==> src/rtl/pd_reset_pkg.sv <==
// ---------------------------------------------------------------------------
// pd_reset_pkg
// Shared types and constants for the Hard Reset / Cable Reset transmitter.
//   pd_state_e      : transmitter FSM states
//   TX_* constants  : TRANSMIT[2:0] codes and the idle SOP code
//   code_supported(): decides whether a TRANSMIT code is sent to the PHY
// Build option: PD_CABLE_RESET_EN (defined -> cable reset code accepted).
// ---------------------------------------------------------------------------
package pd_reset_pkg;

    typedef enum logic [1:0] {
        ST_IDLE   = 2'd0,
        ST_REQ    = 2'd1,
        ST_GAP    = 2'd2,
        ST_REPORT = 2'd3
    } pd_state_e;

    localparam logic [2:0] TX_IDLE        = 3'b000;
    localparam logic [2:0] TX_HARD_RESET  = 3'b101;
    localparam logic [2:0] TX_CABLE_RESET = 3'b110;

    function automatic logic code_supported(input logic [2:0] code);
`ifdef PD_CABLE_RESET_EN
        return (code == TX_HARD_RESET) || (code == TX_CABLE_RESET);
`else
        return (code == TX_HARD_RESET);
`endif
    endfunction

endpackage

==> src/rtl/pd_down_counter.sv <==
// ---------------------------------------------------------------------------
// pd_down_counter
// Loadable down-counter that saturates at 1 (never wraps, never reaches 0
// through counting). Used for the attempt timer and the inter-attempt gap.
// Ports:
//   clk_i, rst_n_i : clock, asynchronous active-low reset (count -> 0)
//   load_i         : load load_val_i (has priority over en_i)
//   load_val_i     : value to load
//   en_i           : decrement by one while count > 1
//   count_o        : current count
//   is_one_o       : count == 1 (terminal count)
// ---------------------------------------------------------------------------
module pd_down_counter #(
    parameter int W = 32
) (
    input  logic         clk_i,
    input  logic         rst_n_i,
    input  logic         load_i,
    input  logic [W-1:0] load_val_i,
    input  logic         en_i,
    output logic [W-1:0] count_o,
    output logic         is_one_o
);

    logic [W-1:0] count_q;
    logic [W-1:0] count_d;

    always_comb begin
        count_d = count_q;
        if (load_i) begin
            count_d = load_val_i;
        end else if (en_i && (count_q > W'(1))) begin
            count_d = count_q - W'(1);
        end
    end

    always_ff @(posedge clk_i or negedge rst_n_i) begin
        if (!rst_n_i) begin
            count_q <= '0;
        end else begin
            count_q <= count_d;
        end
    end

    assign count_o  = count_q;
    assign is_one_o = (count_q == W'(1));

endmodule

==> src/rtl/pd_reset_signal_tx.sv <==
// ---------------------------------------------------------------------------
// pd_reset_signal_tx
// Hard Reset / Cable Reset signalling transmitter. Decodes TRANSMIT[2:0],
// holds phy_request for each attempt, retries on timeout with an idle gap,
// and reports one ALERT pulse (success or failed) per accepted tx_start.
//
// state     | meaning
// ----------+---------------------------------------------------------------
// ST_IDLE   | waiting for tx_start
// ST_REQ    | phy_request high, attempt timer running
// ST_GAP    | idle gap between attempts, phy_request low
// ST_REPORT | one cycle, result alert being reported
//
// Ports:
//   clk, reset_L            : clock, asynchronous active-low reset
//   tx_start, TRANSMIT      : start pulse and TCPC TRANSMIT register
//   timeout_cycles          : attempt length, sampled at tx_start (0 -> 1)
//   phy_response            : PHY ack, honoured only in ST_REQ
//   phy_request, phy_sop_type : PHY request and code being sent
//   busy, retry_count, req_dropped : status
//   ALERT_TransmitSuccessful, ALERT_TransmitSOPMessageFailed : result pulses
// Build option: PD_CABLE_RESET_EN (see pd_reset_pkg::code_supported).
// ---------------------------------------------------------------------------
module pd_reset_signal_tx
    import pd_reset_pkg::*;
#(
    parameter  int TIMER_W     = 32,
    parameter  int MAX_RETRIES = 2,
    parameter  int GAP_CYCLES  = 4,
    localparam int RW = (MAX_RETRIES > 0) ? $clog2(MAX_RETRIES + 1) : 1,
    localparam int GW = $clog2(GAP_CYCLES + 1)
) (
    input  logic               clk,
    input  logic               reset_L,
    input  logic               tx_start,
    input  logic [7:0]         TRANSMIT,
    input  logic [TIMER_W-1:0] timeout_cycles,
    input  logic               phy_response,
    output logic               phy_request,
    output logic [2:0]         phy_sop_type,
    output logic               busy,
    output logic [RW-1:0]      retry_count,
    output logic               req_dropped,
    output logic               ALERT_TransmitSuccessful,
    output logic               ALERT_TransmitSOPMessageFailed
);

    pd_state_e          state_q, state_d;
    logic [2:0]         code_q, code_d;
    logic [TIMER_W-1:0] timeout_q, timeout_d;
    logic [RW-1:0]      retry_q, retry_d;
    // Unsupported code: REPORT is entered without an alert; the failed
    // alert is emitted as REPORT exits, giving the N+2 failure timing.
    logic               pend_q, pend_d;
    logic               phy_request_q, phy_request_d;
    logic [2:0]         sop_q, sop_d;
    logic               busy_q, busy_d;
    logic               dropped_q, dropped_d;
    logic               succ_q, succ_d;
    logic               fail_q, fail_d;

    logic               tmr_load, tmr_en, tmr_is_one;
    logic [TIMER_W-1:0] tmr_load_val;
    logic [TIMER_W-1:0] tmr_count_unused;
    logic               gap_load, gap_en, gap_is_one;
    logic [GW-1:0]      gap_count_unused;
    logic [TIMER_W-1:0] timeout_eff;
    logic               unused_transmit_hi;

    assign unused_transmit_hi = ^TRANSMIT[7:3];
    assign timeout_eff = (timeout_cycles == '0) ? TIMER_W'(1) : timeout_cycles;

    pd_down_counter #(.W(TIMER_W)) u_attempt_timer (
        .clk_i      (clk),
        .rst_n_i    (reset_L),
        .load_i     (tmr_load),
        .load_val_i (tmr_load_val),
        .en_i       (tmr_en),
        .count_o    (tmr_count_unused),
        .is_one_o   (tmr_is_one)
    );

    pd_down_counter #(.W(GW)) u_gap_timer (
        .clk_i      (clk),
        .rst_n_i    (reset_L),
        .load_i     (gap_load),
        .load_val_i (GW'(GAP_CYCLES)),
        .en_i       (gap_en),
        .count_o    (gap_count_unused),
        .is_one_o   (gap_is_one)
    );

    always_comb begin
        state_d      = state_q;
        code_d       = code_q;
        timeout_d    = timeout_q;
        retry_d      = retry_q;
        pend_d       = pend_q;
        dropped_d    = 1'b0;
        succ_d       = 1'b0;
        fail_d       = 1'b0;
        tmr_load     = 1'b0;
        tmr_load_val = timeout_q;
        tmr_en       = 1'b0;
        gap_load     = 1'b0;
        gap_en       = 1'b0;

        case (state_q)
            ST_IDLE: begin
                if (tx_start) begin
                    retry_d = '0;
                    if (code_supported(TRANSMIT[2:0])) begin
                        state_d      = ST_REQ;
                        code_d       = TRANSMIT[2:0];
                        timeout_d    = timeout_eff;
                        tmr_load     = 1'b1;
                        tmr_load_val = timeout_eff;
                    end else begin
                        state_d = ST_REPORT;
                        code_d  = TX_IDLE;
                        pend_d  = 1'b1;
                    end
                end
            end
            ST_REQ: begin
                // Ack has priority over an expiring timer in the same cycle.
                if (phy_response) begin
                    state_d = ST_REPORT;
                    succ_d  = 1'b1;
                end else if (tmr_is_one) begin
                    if (retry_q < RW'(MAX_RETRIES)) begin
                        state_d  = ST_GAP;
                        retry_d  = retry_q + RW'(1);
                        gap_load = 1'b1;
                    end else begin
                        state_d = ST_REPORT;
                        fail_d  = 1'b1;
                    end
                end else begin
                    tmr_en = 1'b1;
                end
            end
            ST_GAP: begin
                if (gap_is_one) begin
                    state_d  = ST_REQ;
                    tmr_load = 1'b1;
                end else begin
                    gap_en = 1'b1;
                end
            end
            ST_REPORT: begin
                state_d = ST_IDLE;
                fail_d  = pend_q;
                pend_d  = 1'b0;
            end
            default: begin
                state_d = ST_IDLE;
            end
        endcase

        if (tx_start && (state_q != ST_IDLE)) begin
            dropped_d = 1'b1;
        end

        phy_request_d = (state_d == ST_REQ);
        sop_d         = (state_d == ST_REQ) ? code_d : TX_IDLE;
        busy_d        = (state_d != ST_IDLE);
    end

    always_ff @(posedge clk or negedge reset_L) begin
        if (!reset_L) begin
            state_q       <= ST_IDLE;
            code_q        <= TX_IDLE;
            timeout_q     <= '0;
            retry_q       <= '0;
            pend_q        <= 1'b0;
            phy_request_q <= 1'b0;
            sop_q         <= TX_IDLE;
            busy_q        <= 1'b0;
            dropped_q     <= 1'b0;
            succ_q        <= 1'b0;
            fail_q        <= 1'b0;
        end else begin
            state_q       <= state_d;
            code_q        <= code_d;
            timeout_q     <= timeout_d;
            retry_q       <= retry_d;
            pend_q        <= pend_d;
            phy_request_q <= phy_request_d;
            sop_q         <= sop_d;
            busy_q        <= busy_d;
            dropped_q     <= dropped_d;
            succ_q        <= succ_d;
            fail_q        <= fail_d;
        end
    end

    assign phy_request                    = phy_request_q;
    assign phy_sop_type                   = sop_q;
    assign busy                           = busy_q;
    assign retry_count                    = retry_q;
    assign req_dropped                    = dropped_q;
    assign ALERT_TransmitSuccessful       = succ_q;
    assign ALERT_TransmitSOPMessageFailed = fail_q;

endmodule

==> config.mk <==
export PLATFORM = sky130hd
export DESIGN_NAME = pd_reset_signal_tx
export DESIGN_NICKNAME = d
export VERILOG_FILES = /design/src/rtl/pd_reset_pkg.sv /design/src/rtl/pd_down_counter.sv /design/src/rtl/pd_reset_signal_tx.sv
export SDC_FILE = /design/constraint.sdc
export NUM_CORES = 1
export LEC_CHECK = 0
export CAP_MARGIN = 20
export CORE_ASPECT_RATIO = 0.9
export CORE_MARGIN = 4
export CORE_UTILIZATION = 55
export DETAILED_ROUTE_END_ITERATION = 8
export GPL_TIMING_DRIVEN = 0
export PLACE_DENSITY_LB_ADDON = 0.3
export SLEW_MARGIN = 15
export SYNTH_ARGS = -nofsm -noshare
export SYNTH_HDL_FRONTEND = slang
export SYNTH_HIERARCHICAL = 1
export SYNTH_SLANG_ARGS = --single-unit
==> constraint.sdc <==
create_clock -name clk -period 8.75 [get_ports clk]
set_input_delay 1.3125 -clock clk [delete_from_list [all_inputs] [get_ports clk]]
set_output_delay 1.3125 -clock clk [all_outputs]
set_load 0.03 [all_outputs]
==> Changelog: implementation, run 1 <==
### Implementation results

* Worst path cell trace: clkdlybuf4s50_1 -> or2_2 -> nor2_1 -> or4bb_1 -> buf_2 -> or3_4 -> or4_1 -> or3_1 -> a31oi_1
* Worst slew pin tran at 0.863 ns
* # clk buffers at 9
* Synth Area in Adders at 1.12%
* Multiplexer share at 11.0%
* TritonCTS Buffers at 9
* Crit share post-route at 45.8%
* Top layer in use: met4
* Hold EP: code_q[2]
* DIE WIDTH at 103 µm
* Max Cap Viol at 0
* Stages on worst setup path at 9
* DR vias at 3650
* Tap Cells at 96
* Post-synth area from yosys stat at 4490 µm²
* Layout cells sized above 1 at 16.2%
* GRT Max-Usage Layer: met2
* Period minus WS final at 4.01 ns
* Clock Tree Buf Depth at 2
* Fraction of area in multi-input gates at 41.3%
* Hold-fix buffers at CTS at 0
* Nonclk inv count at 12
* Max VDD drop at 0.204 mV
* Biggest cell delay along the critical path at 0.45 ns
* I/O pins at 54
* Number of synthesized flops with an enable pin at 0
* Largest net degree at the start of global routing at 50
* Ant. Diodes at 0
* Via-to-Cell Ratio at 6.26
* Pwr top: registers
* End of the critical path: u_attempt_timer/count_o[12]
* Final ANT Viol Nets at 0
* Reg2Reg Depth at 13
* CP required at 9.04 ns
* Dominant Register Cell: dfrtp_1
* Commonest Layout Cell: dfrtp_1
* Pins Over Slew Limit at 0
* Vias in the first global route at 3573
* Synth Area in Compound Gates at 12.5%
* Post-place instance area at 5120 µm²
* GRT overflow at 0
* DP HPWL at 8010 µm
* DP Worst Slack at 4.34 ns
* Iter 0 DRT Violations at 353
* Tool Warnings at 33
* Critical path launch point: phy_response
* Final Skew at 0.0119 ns
* R2R Path Start: u_attempt_timer/count_o[24]
* Top non-seq family: simple AND/OR/NAND/NOR gates
* Hold path cells at 1
* Yosys warns at 6
* Post-synthesis sequential area ratio at 46.3%
* Main area contributors: dfrtp_1, mux2_4, a31oi_1, nor2_1, nand2_1
* Met1 Wirelength at 5100 µm
* Worst-path clk slew at 0.09 ns
* CP top delay family: simple AND/OR/NAND/NOR gates
* Relative slew slack at 42.0%
* Final worst slack at 4.74 ns
* Ys flops at 83
* Final setup viols at 0
* HP Class: reg -> reg
* NumNets Final at 530
* Fillers at 609
* Registers at 83
* H-tree depth at 3
* Power share of the combinational group at 38.7%
* DR WL/cell at 19.1 µm
* Combinational Power at 611 µW
* Synth Area per Inst at 10.7 µm²
* Post-synth top cells: dfrtp_1, nor2_1, nand2_1
* Critical Path AT at 4.29 ns
* Max Fclk at 0.250 GHz
* Crit path buf inv count at 2
* Fp util at 58.0%
* Grt met2 use at 37.5%
* Antenna violations before repair at 0
* Synth cell types at 66
* Top Layout Cells: dfrtp_1, clkdlybuf4s50_1, nor2_1
* Register Area at 2080 µm²
* Kind of critical path: in -> reg
* Placer Congestion at 0.915
* Critical-path top delay cell: clkdlybuf4s50_1
* Final WL at 11100 µm
* DRC Markers at 0
* Switching Power at 589 µW
* Met3 GRT Util at 5.12%
* Tot Pwr at 1.58 mW
* Count leader, synth: dfrtp_1
* Non-Clock Buffer Count at 71
* Clock Latency Late Sink at 0.37 ns
* Post-route cell area at 5320 µm²
* Buffers on Ports at 48
* CP max FO at 9
* Synth Area in XOR/XNOR at 1.37%
* DR WL met3 at 704 µm
* Cell Area, Synth at 4490 µm²
* Grt met1 use at 34.2%
* Multi-input logic area at 2200 µm²
* Clk sinks at 83
* Fin. Hold Viols at 0
* Multi-In Gates at 305
* Leak Pwr at 2.14 nW
* Sequential power share at 42.7%
* # placed instances at 567
* Synth async-reset ratio at 100%
* Top-area cell share at 46.3%
* Syn Inst Count at 421
* Synth Area in Simple Gates at 22.9%
* Synth area leader: dfrtp_1
* CTS tree: built
* Fin util at 68.9%
* Clk pwr share at 18.5%
* Kind of start point of the critical path: input pin
* Status: finished clean
* Ys cells at 421
* Int Pwr at 989 µW
* First-pass GRT wire length at 18000 µm
* RSZ-0062 raised after global routing: no
* Core area at 7730 µm²
* WHS at 0.478 ns
Figure 1. Wiring heat map (run 1).
21 x 19 tiles, from dark purple (low) to yellow (high), scaled to the fullest tile. Values are wire area over tile area, all layers added.
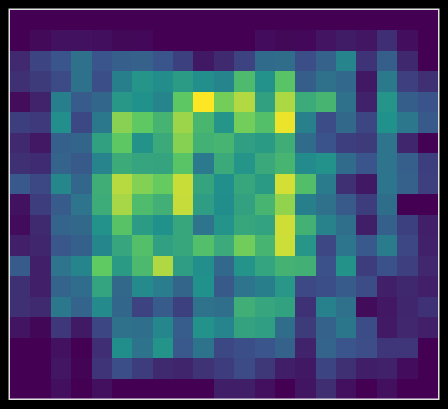
nearly empty tiles: 13%
emptiest ninth of the die: bottom right
mean over tiles: 0.19
densest ninth of the die: middle
tiles over half the peak: 26%

Figure 2. Routed metal, one color a layer (run 1).
Only two layers are drawn.
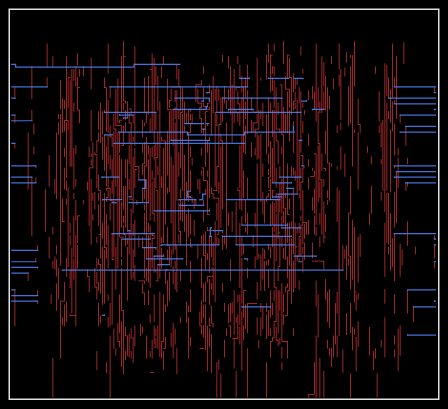
[red] met2 | wire length: 5070 µm
[blue] met3 | wire length: 705 µm

Figure 3. Cells colored by instance (run 1).
Other cells in gray.
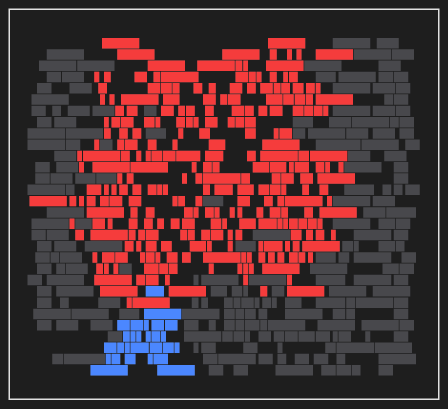
[blue] u_gap_timer | cells: 27
[red] u_attempt_timer | cells: 257

Figure 4. Local utilization (run 1).
Bar = 20 µm. 10 x 9 tiles, from dark purple (low) to yellow (high), 0 to 100% covered.
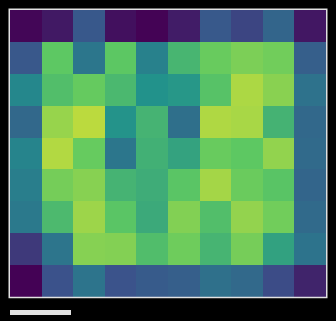
fullest tile: 90%
mean over tiles: 54%
tiles over 75% full: 29%
nearly empty tiles: 3.3%

--- run 2 (diff from run 1) ---
clock period = 3.99 ns   (was 8.75 ns; I/O delays follow)
==> run 2 against run 1 <==
Against the previous run: hold slack got worse by 0.31 ns; cell area about the same; clock-buffer cell count stayed put; flip-flop count did not move; clock power grew 120%; wire length up 0.66%; highest routed layer unchanged.
==> Changelog: implementation, run 2 <==
### Implementation results

* Synth Area in Simple Gates at 22.9%
* Combinational Power at 1.34 mW
* Hold-fix buffers at CTS at 0
* Non-Clock Buffer Count at 71
* Ant. Diodes at 0
* Ys cells at 421
* # clk buffers at 9
* Pins Over Slew Limit at 0
* Final setup viols at 0
* Tot Pwr at 3.46 mW
* Status: finished clean
* Synth cell types at 66
* Register Area at 2080 µm²
* Dominant Register Cell: dfrtp_1
* Core area at 7730 µm²
* CP required at 4.27 ns
* Antenna violations before repair at 0
* Clock Tree Buf Depth at 2
* Stages on worst setup path at 13
* RSZ-0062 raised after global routing: no
* Synth Area in Adders at 1.12%
* Row count at 30
* Fin util at 68.9%
* Top non-seq family: simple AND/OR/NAND/NOR gates
* Final ANT Viol Nets at 0
* R2r endpoint: u_attempt_timer/count_o[12]
* GRT overflow at 0
* Fraction of area in multi-input gates at 41.4%
* Commonest Layout Cell: dfrtp_1
* Vias in the first global route at 3573
* Multiplexer share at 11.0%
* Number of synthesized flops with an enable pin at 0
* Worst slew pin tran at 0.864 ns
* Top layer in use: met4
* HP Class: in -> async
* DR WL/cell at 19.2 µm
* NumNets Final at 530
* GRT Max-Usage Layer: met2
* Multi-In Gates at 305
* Relative slew slack at 42.0%
* Sequential power share at 42.7%
* Reg2Reg Setup Slack at 0.28 ns
* Worst-path clk slew at 0.09 ns
* # placed instances at 567
* DP HPWL at 8010 µm
* Max Fclk at 0.270 GHz
* Tool Warnings at 33
* Layout Cells excl Fill at 583
* Layout cells sized above 1 at 16.4%
* Fp util at 58.0%
* TritonCTS Buffers at 9
* Final WL at 11200 µm
* Kind of start point of the critical path: flop
* NonClk Buf Share at 12.7%
* Clock Latency Late Sink at 0.37 ns
* WHS at 0.170 ns
* Die ar. at 9670 µm²
* Post-synth area from yosys stat at 4490 µm²
* Synth Area in Compound Gates at 12.5%
* Synth area leader: dfrtp_1
* Power share of the combinational group at 38.8%
* R2R Path Start: u_attempt_timer/count_o[2]
* CP top delay family: simple AND/OR/NAND/NOR gates
* Iter 0 DRT Violations at 289
* DRC Markers at 0
* Registers at 83
* Placer Congestion at 0.915
* Clk tree area frac at 3.90%
* Crit share post-route at 93.0%
* Via-to-Cell Ratio at 6.26
* Post-synth top cells: dfrtp_1, nor2_1, nand2_1
* Largest area class, layout: combinational gates
* Buffers on Ports at 48
* Met1 Wirelength at 5050 µm
* DR WL met3 at 768 µm
* Power Sequential at 1.48 mW
* Syn Inst Count at 421
* Clock group total power at 639 µW
* Clk sinks at 83
* Ys flops at 83
* H-tree depth at 3
* Post-route cell area at 5330 µm²
* Critical-path top delay cell: dfrtp_1
* Period minus WS final at 3.71 ns
* Fillers at 609
* Top Layout Cells: dfrtp_1, clkdlybuf4s50_1, nand2_1, nor2_1, mux2_4
* Synth-to-Final Area Change at 18.7%
* Pwr top: registers
* Fraction of area in registers at 39.0%
* Met3 GRT Util at 5.12%
* Count leader, synth: dfrtp_1
* Top-area cell share at 46.3%
* Final Skew at 0.0120 ns
* Clk pwr share at 18.4%
* Max VDD drop at 0.445 mV
* Fin. Hold Viols at 0
* I/O pins at 54
* Crit path buf inv count at 2
* Synth Area per Inst at 10.7 µm²
* Main area contributors: dfrtp_1, mux2_4, a31oi_1, nor2_1, nand2_1
* DR vias at 3652
* Worst path cell trace: nor3_1 -> and3_1 -> clkbuf_1 -> nand2_1 -> nor4_1 -> or2_2 -> nor2_2 -> or4bb_1 -> buf_2 -> or3_4 -> or4_1 -> or3_1 -> a31oi_1
* Leak Pwr at 2.14 nW
* Root buf cell: clkbuf_8
* Synth Area in XOR/XNOR at 1.37%
* Grt met1 use at 34.2%
* Critical path launch point: u_attempt_timer/count_o[2]
* Critical Path AT at 3.99 ns
* Final worst slack at 0.281 ns
* Kind of critical path: reg -> reg
* CP Capture Type: flop
* Reg2Reg Depth at 13
* Synth async-reset ratio at 100%
* Switching Power at 1.30 mW
* Setup TNS at 0 ns
* CTS tree: built
* Biggest cell delay along the critical path at 0.46 ns
* Max Cap Viol at 0
* Pwr dens at 650 nW/µm²
* End of the critical path: u_attempt_timer/count_o[12]
* Nonclk inv count at 12
* Int Pwr at 2.17 mW
* First-pass GRT wire length at 18000 µm
* CP max FO at 10
* Yosys warns at 6
* Largest net degree at the start of global routing at 50
* DP Worst Slack at 0.233 ns
* Tap Cells at 96
* Cell Area, Synth at 4490 µm²
* Grt met2 use at 37.5%
* Post-place instance area at 5120 µm²
* DR pass1 iterations at 6
* Post-synthesis sequential area ratio at 46.3%
* Multi-input logic area at 2200 µm²
* DIE WIDTH at 103 µm
* Gr usage total at 24.5%
* Setup Buffers After CTS at 0
Figure 5. Local utilization (run 2).
Bar = 20 µm. 10 x 9 tiles, from dark purple (low) to yellow (high), 0 to 100% covered.
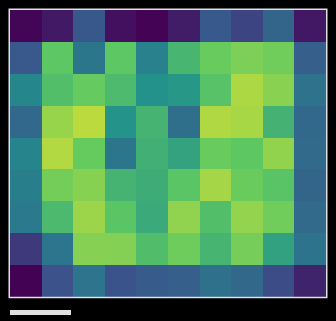
tiles over 75% full: 29%
mean over tiles: 54%
fullest tile: 90%

Figure 6. Routed metal, one color a layer (run 2).
Only two layers are drawn.
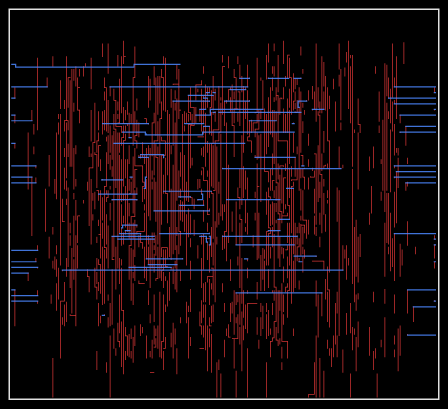
[red] met2 | wire length: 5130 µm
[blue] met3 | wire length: 768 µm

--- run 3 (diff from run 2) ---
CORE_UTILIZATION = 30   (was 55)
PLACE_DENSITY = 0.52   (was default)
PLACE_DENSITY_LB_ADDON = default   (was 0.3)
==> run 3 against run 2 <==
Against the previous run: via count down 3.6%; synthesized cell count unchanged; utilization down 31 points; critical path depth unchanged; cell count up 17%; total power up 6.4%; worst setup slack worse by 0.032 ns; clock skew up 0.00058 ns; register-to-register slack worse by 0.03 ns; sequential power about the same; hold slack better by 0.027 ns; wire length up 6.9%.
==> Changelog: implementation, run 3 <==
### Implementation results

* Top layer in use: met4
* Relative slew slack at 47.8%
* Setup Buffers After CTS at 0
* Worst path cell trace: nor4_1 -> and3_1 -> clkbuf_1 -> nand2_1 -> nor4_1 -> or2_2 -> nor2_4 -> or4bb_1 -> buf_2 -> or3_4 -> nor2_1 -> and4_1 -> o31a_1
* Tool Warnings at 33
* Top-area cell share at 46.3%
* Nonclk inv count at 12
* Dominant Register Cell: dfrtp_1
* Clk tree area frac at 5.57%
* Final WL at 12000 µm
* Worst slew pin tran at 0.776 ns
* Largest area class, layout: combinational gates
* Ys cells at 421
* DR vias at 3520
* Biggest cell delay along the critical path at 0.62 ns
* Synth Area in Adders at 1.12%
* DP HPWL at 8600 µm
* Met3 GRT Util at 3.63%
* Setup TNS at 0 ns
* Clock group total power at 872 µW
* Synth area leader: dfrtp_1
* End of the critical path: u_attempt_timer/count_o[30]
* Tot Pwr at 3.69 mW
* Antenna violations before repair at 0
* Critical path launch point: u_attempt_timer/count_o[24]
* Final setup viols at 0
* NonClk Buf Share at 12.1%
* RSZ-0062 raised after global routing: no
* Top Layout Cells: dfrtp_1, clkdlybuf4s50_1, nand2_1, nor2_1, mux2_4
* Synth-to-Final Area Change at 24.1%
* CP top delay family: simple AND/OR/NAND/NOR gates
* Largest net degree at the start of global routing at 51
* Buffers on Ports at 48
* Post-route cell area at 5570 µm²
* Final ANT Viol Nets at 0
* Status: finished clean
* DR WL met3 at 521 µm
* Gr usage total at 14.9%
* Ant. Diodes at 0
* Fp util at 30.6%
* Reg2Reg Depth at 13
* First-pass GRT wire length at 19400 µm
* R2R Path Start: u_attempt_timer/count_o[24]
* Multi-In Gates at 305
* Combinational Power at 1.35 mW
* Root buf cell: clkbuf_16
* Post-synthesis sequential area ratio at 46.3%
* Tap Cells at 198
* CP required at 4.22 ns
* Fin. Hold Viols at 0
* Commonest Layout Cell: dfrtp_1
* Clk pwr share at 23.6%
* Yosys warns at 6
* Via-to-Cell Ratio at 5.14
* Met1 Wirelength at 6060 µm
* Grt met1 use at 21.2%
* DP Worst Slack at 0.179 ns
* Synth Area per Inst at 10.7 µm²
* Synth Area in XOR/XNOR at 1.37%
* Sequential power share at 39.8%
* Clock Tree Buf Depth at 2
* WHS at 0.197 ns
* HP Class: in -> async
* Synth Area in Compound Gates at 12.5%
* DR pass1 iterations at 5
* Reg2Reg Setup Slack at 0.25 ns
* Register Area at 2080 µm²
* Count leader, synth: dfrtp_1
* Multiplexer share at 11.0%
* Kind of critical path: reg -> reg
* Vias in the first global route at 3595
* # clk buffers at 10
* Max VDD drop at 0.270 mV
Figure 7. The clock network (run 3).
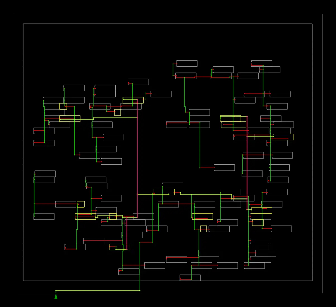
Clock Latency Late Sink: 0.36 ns
Final Skew: 0.0126 ns
clk sinks: 83

Figure 8. Routed metal, one color a layer (run 3).
Only two layers are drawn.
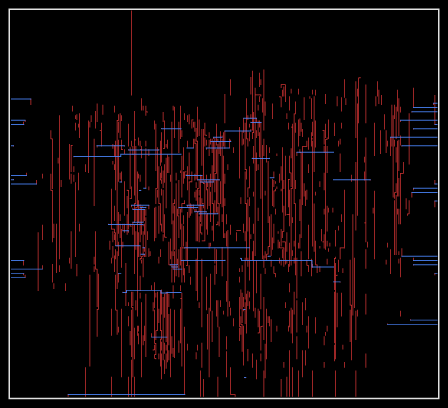
[red] met2 | wire length: 5150 µm
[blue] met3 | wire length: 521 µm

Power and IR drop assume default switching activity.
